**config.mk**
```make
export PLATFORM = sky130hd
export DESIGN_NAME = io_arbiter_flat
export DESIGN_NICKNAME = d
export VERILOG_FILES = /design/src/rtl/io_arbiter_if.sv /design/src/rtl/io_arbiter.sv /design/src/flat_wrapper.sv
export SDC_FILE = /design/constraint.sdc
export NUM_CORES = 1
export LEC_CHECK = 0
export ABC_AREA = 1
export CAP_MARGIN = 5
export CORE_UTILIZATION = 50
export CTS_CLUSTER_DIAMETER = 150
export DETAILED_ROUTE_END_ITERATION = 10
export DONT_BUFFER_PORTS = 1
export HOLD_SLACK_MARGIN = 0.02
export PLACE_DENSITY = 0.76
export SLEW_MARGIN = 5
export SYNTH_ARGS = -nofsm -noshare
export SYNTH_HDL_FRONTEND = slang
export SYNTH_SLANG_ARGS = --single-unit
```
**constraint.sdc**
```tcl
create_clock -name clk -period 1.6 [get_ports clk]
set_clock_uncertainty 0.15 [all_clocks]
set_input_delay 0.16 -clock clk [delete_from_list [all_inputs] [get_ports clk]]
set_output_delay 0.16 -clock clk [all_outputs]
set_load 0.005 [all_outputs]
```
**src/rtl/io_arbiter_if.sv**
```systemverilog
// io_arbiter_if
//   Bundles the request/acknowledge signals of both IO masters and the
//   single-ported IO bus that feeds io_port.
//   Modports:
//     slave  - arbiter view: takes requests, returns acks/read data, drives
//              the IO bus, samples io_data_read, reports busy.
//     master - environment view: the two requesters plus the io_port side.
//   Signals:
//     mX_req/mX_we/mX_addr[7:0]/mX_wdata[31:0] : master X request
//     mX_ack/mX_rdata[31:0]                    : master X completion
//     io_addr[7:0]/io_en/io_we/io_data_write   : registered IO bus cycle
//     io_data_read[31:0]                       : combinational read data
//     busy                                     : arbiter not idle
interface io_arbiter_if;
  logic        m0_req;
  logic        m0_we;
  logic [7:0]  m0_addr;
  logic [31:0] m0_wdata;
  logic        m0_ack;
  logic [31:0] m0_rdata;

  logic        m1_req;
  logic        m1_we;
  logic [7:0]  m1_addr;
  logic [31:0] m1_wdata;
  logic        m1_ack;
  logic [31:0] m1_rdata;

  logic [7:0]  io_addr;
  logic        io_en;
  logic        io_we;
  logic [31:0] io_data_write;
  logic [31:0] io_data_read;

  logic        busy;

  modport slave (
    input  m0_req, m0_we, m0_addr, m0_wdata,
    output m0_ack, m0_rdata,
    input  m1_req, m1_we, m1_addr, m1_wdata,
    output m1_ack, m1_rdata,
    output io_addr, io_en, io_we, io_data_write,
    input  io_data_read,
    output busy
  );

  modport master (
    output m0_req, m0_we, m0_addr, m0_wdata,
    input  m0_ack, m0_rdata,
    output m1_req, m1_we, m1_addr, m1_wdata,
    input  m1_ack, m1_rdata,
    input  io_addr, io_en, io_we, io_data_write,
    output io_data_read,
    input  busy
  );
endinterface

```
**src/rtl/io_arbiter.sv**
```systemverilog
// io_arbiter
//   Two-master arbiter/sequencer for the single-ported IO bus feeding
//   io_port. Master 0 is the pipeline memory stage, master 1 the
//   debug/loader port. One request is granted at a time and turned into a
//   single registered IO bus cycle; read data is captured at the end of that
//   cycle and returned with a one-cycle acknowledge.
//   Sequence: IDLE (arbitrate/latch) -> ISSUE (bus cycle) -> ACK (ack pulse).
//   Ports:
//     clk    - system clock, rising edge
//     resetb - synchronous reset, active-high (1 = reset)
//     bus    - io_arbiter_if.slave: master handshakes, IO bus, busy
//   Build option:
//     IO_ARB_ROUND_ROBIN_EN - when defined, ties alternate between masters
//                             (the one not granted last wins); otherwise
//                             master 0 always wins a tie.
module io_arbiter (
  input  logic          clk,
  input  logic          resetb,
  io_arbiter_if.slave   bus
);

`ifdef IO_ARB_ROUND_ROBIN_EN
  localparam bit RR_EN = 1'b1;
`else
  localparam bit RR_EN = 1'b0;
`endif

  typedef enum logic [1:0] {
    ST_IDLE  = 2'd0,
    ST_ISSUE = 2'd1,
    ST_ACK   = 2'd2
  } state_t;

  state_t      state;
  logic        gnt_id;    // master owning the transaction in flight
  logic        last_gnt;  // master that completed most recently
  logic        we_q;      // latched direction of the transaction in flight
  logic [31:0] rdata_q;   // last captured read data

  logic        any_req;
  logic        win_id;
  logic        win_we;
  logic [7:0]  win_addr;
  logic [31:0] win_wdata;

  // Winner selection. With a single requester the requester wins; on a tie
  // the round-robin build hands the grant to the master not served last,
  // the fixed-priority build always picks master 0.
  always_comb begin
    any_req = bus.m0_req | bus.m1_req;
    win_id  = 1'b0;
    if (RR_EN && bus.m0_req && bus.m1_req) begin
      win_id = ~last_gnt;
    end else begin
      win_id = ~bus.m0_req;
    end
  end

  always_comb begin
    win_we    = bus.m0_we;
    win_addr  = bus.m0_addr;
    win_wdata = bus.m0_wdata;
    if (win_id) begin
      win_we    = bus.m1_we;
      win_addr  = bus.m1_addr;
      win_wdata = bus.m1_wdata;
    end
  end

  // Single registered FSM. The IO bus strobes are loaded on the IDLE->ISSUE
  // edge so they are high for exactly the ISSUE cycle; io_addr and
  // io_data_write double as the latched request and hold afterwards.
  always_ff @(posedge clk) begin
    if (resetb) begin
      state             <= ST_IDLE;
      gnt_id            <= 1'b0;
      last_gnt          <= 1'b1;
      we_q              <= 1'b0;
      rdata_q           <= '0;
      bus.io_addr       <= '0;
      bus.io_en         <= 1'b0;
      bus.io_we         <= 1'b0;
      bus.io_data_write <= '0;
      bus.m0_ack        <= 1'b0;
      bus.m1_ack        <= 1'b0;
      bus.m0_rdata      <= '0;
      bus.m1_rdata      <= '0;
      bus.busy          <= 1'b0;
    end else begin
      case (state)
        ST_IDLE: begin
          if (any_req) begin
            gnt_id            <= win_id;
            we_q              <= win_we;
            bus.io_addr       <= win_addr;
            bus.io_data_write <= win_wdata;
            bus.io_en         <= 1'b1;
            bus.io_we         <= win_we;
            bus.busy          <= 1'b1;
            state             <= ST_ISSUE;
          end
        end

        ST_ISSUE: begin
          bus.io_en <= 1'b0;
          bus.io_we <= 1'b0;
          // A write leaves rdata_q untouched, so the acked master then sees
          // the most recent read value rather than bus noise.
          if (!we_q) begin
            rdata_q <= bus.io_data_read;
          end
          if (gnt_id) begin
            bus.m1_ack   <= 1'b1;
            bus.m1_rdata <= we_q ? rdata_q : bus.io_data_read;
          end else begin
            bus.m0_ack   <= 1'b1;
            bus.m0_rdata <= we_q ? rdata_q : bus.io_data_read;
          end
          state <= ST_ACK;
        end

        ST_ACK: begin
          bus.m0_ack <= 1'b0;
          bus.m1_ack <= 1'b0;
          last_gnt   <= gnt_id;
          bus.busy   <= 1'b0;
          state      <= ST_IDLE;
        end

        default: begin
          bus.io_en  <= 1'b0;
          bus.io_we  <= 1'b0;
          bus.m0_ack <= 1'b0;
          bus.m1_ack <= 1'b0;
          bus.busy   <= 1'b0;
          state      <= ST_IDLE;
        end
      endcase
    end
  end

`ifndef SYNTHESIS
  // Registered strobes must track the state register exactly.
  a_io_en_state : assert property (@(posedge clk) disable iff (resetb)
    bus.io_en == (state == ST_ISSUE));
  a_busy_state : assert property (@(posedge clk) disable iff (resetb)
    bus.busy == (state != ST_IDLE));
  a_one_ack : assert property (@(posedge clk) disable iff (resetb)
    !(bus.m0_ack && bus.m1_ack));
  a_we_in_issue : assert property (@(posedge clk) disable iff (resetb)
    bus.io_we |-> bus.io_en);
`endif

endmodule

```
**src/flat_wrapper.sv**
```systemverilog
// flat-port wrapper written by rule: the top's interface ports become plain ports
module io_arbiter_flat 
  (clk, resetb, bus_m0_req, bus_m0_we, bus_m0_addr, bus_m0_wdata, bus_m0_ack, bus_m0_rdata, bus_m1_req, bus_m1_we, bus_m1_addr, bus_m1_wdata, bus_m1_ack, bus_m1_rdata, bus_io_addr, bus_io_en, bus_io_we, bus_io_data_write, bus_io_data_read, bus_busy);
  io_arbiter_if bus_i ();
  input  logic clk;
  input  logic resetb;
  input wire logic [$bits(bus_i.m0_req)-1:0] bus_m0_req;
  input wire logic [$bits(bus_i.m0_we)-1:0] bus_m0_we;
  input wire logic [$bits(bus_i.m0_addr)-1:0] bus_m0_addr;
  input wire logic [$bits(bus_i.m0_wdata)-1:0] bus_m0_wdata;
  output wire logic [$bits(bus_i.m0_ack)-1:0] bus_m0_ack;
  output wire logic [$bits(bus_i.m0_rdata)-1:0] bus_m0_rdata;
  input wire logic [$bits(bus_i.m1_req)-1:0] bus_m1_req;
  input wire logic [$bits(bus_i.m1_we)-1:0] bus_m1_we;
  input wire logic [$bits(bus_i.m1_addr)-1:0] bus_m1_addr;
  input wire logic [$bits(bus_i.m1_wdata)-1:0] bus_m1_wdata;
  output wire logic [$bits(bus_i.m1_ack)-1:0] bus_m1_ack;
  output wire logic [$bits(bus_i.m1_rdata)-1:0] bus_m1_rdata;
  output wire logic [$bits(bus_i.io_addr)-1:0] bus_io_addr;
  output wire logic [$bits(bus_i.io_en)-1:0] bus_io_en;
  output wire logic [$bits(bus_i.io_we)-1:0] bus_io_we;
  output wire logic [$bits(bus_i.io_data_write)-1:0] bus_io_data_write;
  input wire logic [$bits(bus_i.io_data_read)-1:0] bus_io_data_read;
  output wire logic [$bits(bus_i.busy)-1:0] bus_busy;
  assign bus_i.m0_req = bus_m0_req;
  assign bus_i.m0_we = bus_m0_we;
  assign bus_i.m0_addr = bus_m0_addr;
  assign bus_i.m0_wdata = bus_m0_wdata;
  assign bus_m0_ack = bus_i.m0_ack;
  assign bus_m0_rdata = bus_i.m0_rdata;
  assign bus_i.m1_req = bus_m1_req;
  assign bus_i.m1_we = bus_m1_we;
  assign bus_i.m1_addr = bus_m1_addr;
  assign bus_i.m1_wdata = bus_m1_wdata;
  assign bus_m1_ack = bus_i.m1_ack;
  assign bus_m1_rdata = bus_i.m1_rdata;
  assign bus_io_addr = bus_i.io_addr;
  assign bus_io_en = bus_i.io_en;
  assign bus_io_we = bus_i.io_we;
  assign bus_io_data_write = bus_i.io_data_write;
  assign bus_i.io_data_read = bus_io_data_read;
  assign bus_busy = bus_i.busy;
  io_arbiter u_core (.clk(clk), .resetb(resetb), .bus(bus_i));
endmodule
```
==> run_1/layer_met1.png <==
Supply wires on this layer in gray.
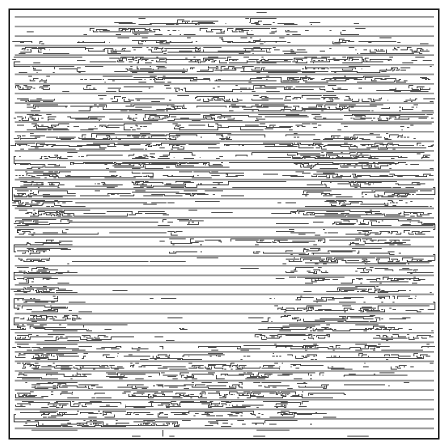
- wire length on this layer: 7800 um
- longest straight run: 35.0 um
- nets with wire on the layer: 1315
- share of all routed wire: 41%
- main direction: horizontal

==> run_1/layer_met2.png <==
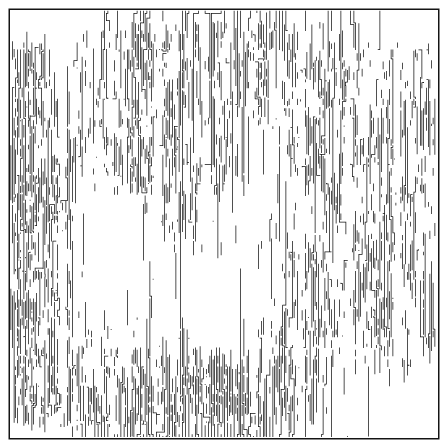
- wire length on this layer: 9230 um
- longest straight run: 47.8 um
- share of all routed wire: 48%
- nets with wire on the layer: 1007

==> run_1/layer_met3.png <==
Bar = 20 um.
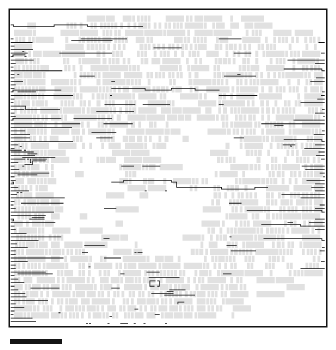
- share of all routed wire: 7.6%
- wire length on this layer: 1450 um
- main direction: horizontal
- longest straight run: 28.8 um

==> impl_metrics.json, run 1 <==
{
  "internal_pwr_total_uw": 6880,
  "timing.hold.ws_ps": 58.2,
  "overflow": 0,
  "detailroute.wirelength.met3_mm": 1.45,
  "yosys_cells": 1202,
  "detail_route.iter0.violations": 470,
  "synth.cellmix.xorXnorShare_pct": 0,
  "timing.critical_path.slowest_cell_delay_ps": 540,
  "final_antenna_net_count": 0,
  "place_area_sq_um": 7240,
  "grt_first_pass_wirelength_mm": 30.6,
  "setup-violations-final": 0,
  "synth-warning-count": 0,
  "total_power_uw": 9690,
  "global_route.peak_usage_layer": "met2",
  "post-route-drc-count": 0,
  "timing.critical_path.cells": "dlygate4sd3_1 -> nand2_1 -> nand2_1 -> dlygate4sd3_1 -> nor2_1 -> nor2_1",
  "final_cell_mix": "499 x sky130_fd_sc_hd__nand2_1, 236 x sky130_fd_sc_hd__inv_1, 180 x sky130_fd_sc_hd__nor2_1",
  "result_of_the_run": "finished, final reports clean",
  "clock_transition_at_the_register_clock_pins_on_the_worst_setup_and_hold_paths_after_cts_ps": 60,
  "clk-insertion-delay-late_ps": 420,
  "area_share_of_and_or_nand_nor_cells_after_synthesis_pct": 36.8,
  "worstSetupEndpointType": "flop",
  "dr_total_vias": 6954,
  "wl_met1_mm": 7.80,
  "flow.area_growth_from_synthesis_pct": 25.5,
  "grt_util_met3_pct": 8.15,
  "cap_viol_max_count": 0,
  "synth-main-ff-cell": "sky130_fd_sc_hd__dfxtp_1",
  "met2WireLength_mm": 9.23,
  "gp_congestion": 0.853,
  "routed.top_layer": "met4",
  "hpwlAfterDp_mm": 11.1,
  "layout-drive-gt1-share_pct": 4.50,
  "clock_tree.buffer_depth": 2,
  "grt.met1_usage_pct": 29.3,
  "worst_vdd_drop_uv": 672,
  "antenna-diode-count": 0,
  "power.switching_fraction_pct": 28.9,
  "synth.distinct_cells": 17,
  "crit_start": "bus_m1_addr[2]",
  "buf_share_pct": 15.8,
  "netlist.top_cell.by_area": "sky130_fd_sc_hd__dfxtp_1",
  "worst_path_setup_slack_after_routing_ps": 98.0,
  "die.size.y_um": 122,
  "cp.arrival_ps": 1660,
  "placed_instances": 1342,
  "final.signal_inverter_count": 240,
  "synth_top_area_share_pct": 40.6,
  "clock.fmax_mhz": 666
}
==> run_1/layer_met4.png <==
Supply wires on this layer in gray.
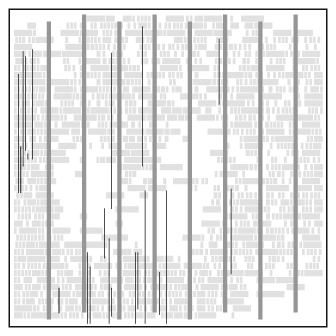

==> run 2, diff against run 1 <==
- PLACE_DENSITY: 0.76 -> default
- PLACE_DENSITY_LB_ADDON: default -> 0.05
==> run_2/layer_met4.png <==
Supply wires on this layer in gray.
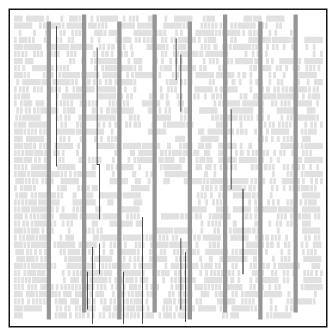
- wire length on this layer: 391 um
- share of all routed wire: 2.2%
- nets with wire on the layer: 10

==> run_2/layer_met2.png <==
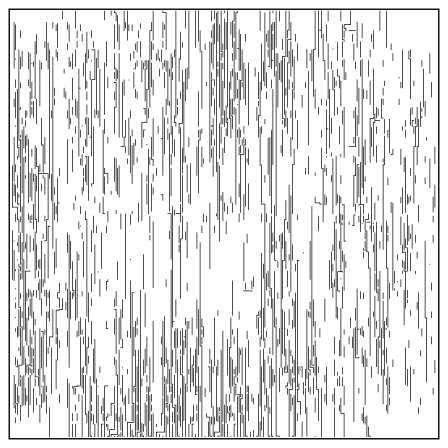
- wire length on this layer: 8730 um
- share of all routed wire: 49%
- nets with wire on the layer: 968
- longest straight run: 54.4 um

==> run 2 against run 1 <==
Sequential power about the same. Final area up 0.91%. Critical endpoint is now u_core.bus.m0_rdata[28]$_SDFFE_PP0P_. Worst hold slack better by 26 ps. Die size unchanged. Count of clock-buffer cells in the layout up 1. Synthesized area unchanged. Combinational power down 3%. Maximum frequency up 1.8%.
==> impl_metrics.json, run 2 <==
{
  "result_of_the_run": "finished, final reports clean",
  "final.signal_inverter_count": 240,
  "synth_top_area_share_pct": 40.6,
  "gp_congestion": 0.756,
  "synth.cellmix.xorXnorShare_pct": 0,
  "antenna-diode-count": 0,
  "clock_transition_at_the_register_clock_pins_on_the_worst_setup_and_hold_paths_after_cts_ps": 50,
  "global_route.peak_usage_layer": "met2",
  "power.switching_fraction_pct": 27.3,
  "worstSetupEndpointType": "flop",
  "synth.distinct_cells": 17,
  "overflow": 0,
  "crit_start": "u_core.state[0]$_SDFFE_PP0P_",
  "wl_met1_mm": 7.65,
  "worst_vdd_drop_uv": 736,
  "netlist.top_cell.by_area": "sky130_fd_sc_hd__dfxtp_1",
  "synth-main-ff-cell": "sky130_fd_sc_hd__dfxtp_1",
  "detailroute.wirelength.met3_mm": 1.16,
  "final_cell_mix": "499 x sky130_fd_sc_hd__nand2_1, 236 x sky130_fd_sc_hd__inv_1, 180 x sky130_fd_sc_hd__nor2_1",
  "synth-warning-count": 0,
  "grt.met1_usage_pct": 27.3,
  "grt_util_met3_pct": 8.01,
  "clock.fmax_mhz": 678,
  "worst_path_setup_slack_after_routing_ps": 124,
  "internal_pwr_total_uw": 7320,
  "routed.top_layer": "met4",
  "timing.critical_path.cells": "inv_2 -> nor2_4 -> nand2_4 -> nand2_1 -> inv_1 -> nor2_1",
  "flow.area_growth_from_synthesis_pct": 26.6,
  "layout-drive-gt1-share_pct": 5.23,
  "cp.arrival_ps": 1680,
  "cap_viol_max_count": 0,
  "detail_route.iter0.violations": 341,
  "grt_first_pass_wirelength_mm": 28.7,
  "buf_share_pct": 15.7,
  "total_power_uw": 10100,
  "met2WireLength_mm": 8.73,
  "yosys_cells": 1202,
  "clk-insertion-delay-late_ps": 420,
  "timing.critical_path.slowest_cell_delay_ps": 400,
  "die.size.y_um": 122
}
==> run_2/layer_met3.png <==
Bar = 20 um.
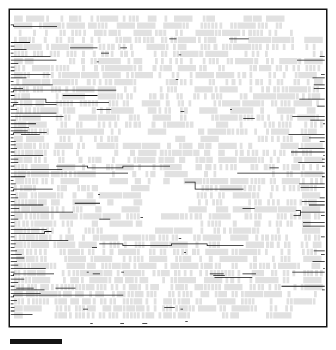

==> run 3, diff against run 2 <==
- CORE_UTILIZATION: 50 -> 42
- PLACE_DENSITY: default -> 0.64
- PLACE_DENSITY_LB_ADDON: 0.05 -> default
==> run_3/layer_met3.png <==
Bar = 50 um.
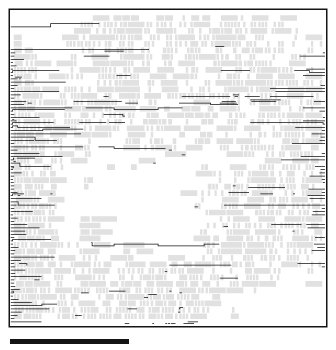
- wire length on this layer: 1530 um
- longest straight run: 57.7 um
- nets with wire on the layer: 168
- share of all routed wire: 8.2%
- main direction: horizontal

==> run_3/layer_met4.png <==
Supply wires on this layer in gray.
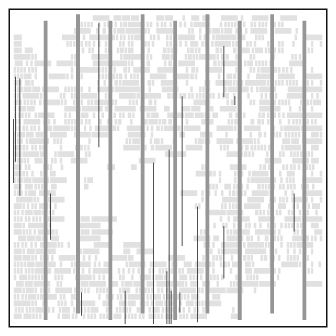
- nets with wire on the layer: 17
- main direction: vertical
- wire length on this layer: 561 um
- longest straight run: 72.8 um

==> run 3 against run 2 <==
Sequential power barely moved. Count of clock-buffer cells in the layout fell by 4. Synthesized cell count did not move. Global-route usage fell by 3.1 points.
==> impl_metrics.json, run 3 <==
{
  "result_of_the_run": "finished, final reports clean",
  "detail_route.iter0.violations": 312,
  "die.size.y_um": 133,
  "power.switching_fraction_pct": 28.2,
  "netlist.top_cell.by_area": "sky130_fd_sc_hd__dfxtp_1",
  "post-route-drc-count": 0,
  "cp.arrival_ps": 1710,
  "routed.top_layer": "met4",
  "placed_instances": 1393,
  "timing.critical_path.slowest_cell_delay_ps": 550,
  "synth-warning-count": 0,
  "internal_pwr_total_uw": 7410,
  "buf_share_pct": 16.4,
  "wl_met1_mm": 8.03,
  "final_cell_mix": "499 x sky130_fd_sc_hd__nand2_1, 236 x sky130_fd_sc_hd__inv_1, 180 x sky130_fd_sc_hd__nor2_1",
  "final.signal_inverter_count": 240,
  "timing.critical_path.cells": "buf_12 -> inv_2 -> buf_4 -> nand2_1 -> nand2_1 -> dlygate4sd3_1 -> nor2_1 -> nor2_1",
  "synth_top_area_share_pct": 40.6,
  "detailroute.wirelength.met3_mm": 1.53,
  "clock.fmax_mhz": 660,
  "worst_vdd_drop_uv": 790,
  "antenna-diode-count": 1,
  "yosys_cells": 1202,
  "overflow": 0,
  "global_route.peak_usage_layer": "met2",
  "place_area_sq_um": 7370,
  "grt.met1_usage_pct": 24.9,
  "worstSetupEndpointType": "flop",
  "timing.hold.ws_ps": 89.9,
  "total_power_uw": 10300,
  "synth.cellmix.xorXnorShare_pct": 0,
  "hpwlAfterDp_mm": 11.8,
  "clock_transition_at_the_register_clock_pins_on_the_worst_setup_and_hold_paths_after_cts_ps": 60,
  "worst_path_setup_slack_after_routing_ps": 85.6
}

==> screenshots <==
Clock routing.
(a)
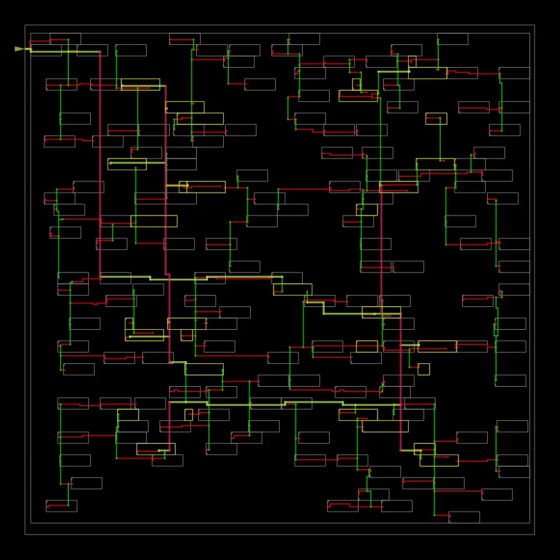
(b)
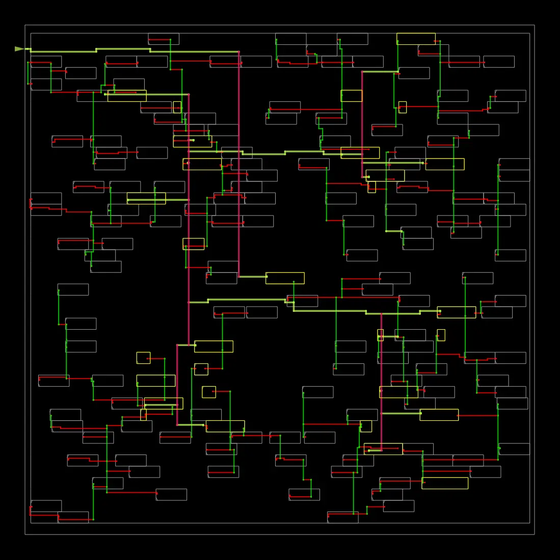
(c)
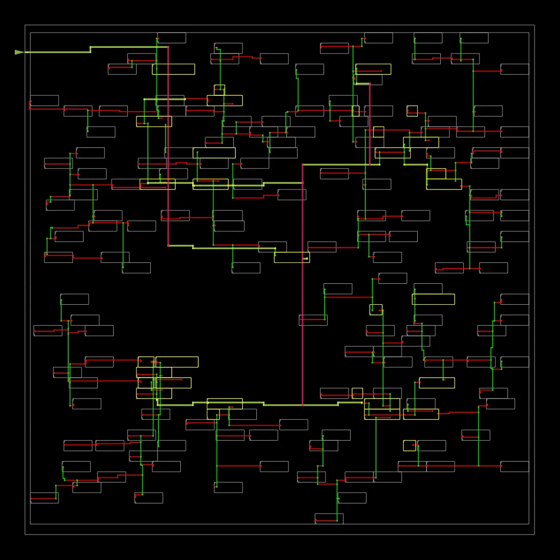
run 1: (b)
run 3: (c)
run 2: (a)

Power and IR drop assume default switching activity.
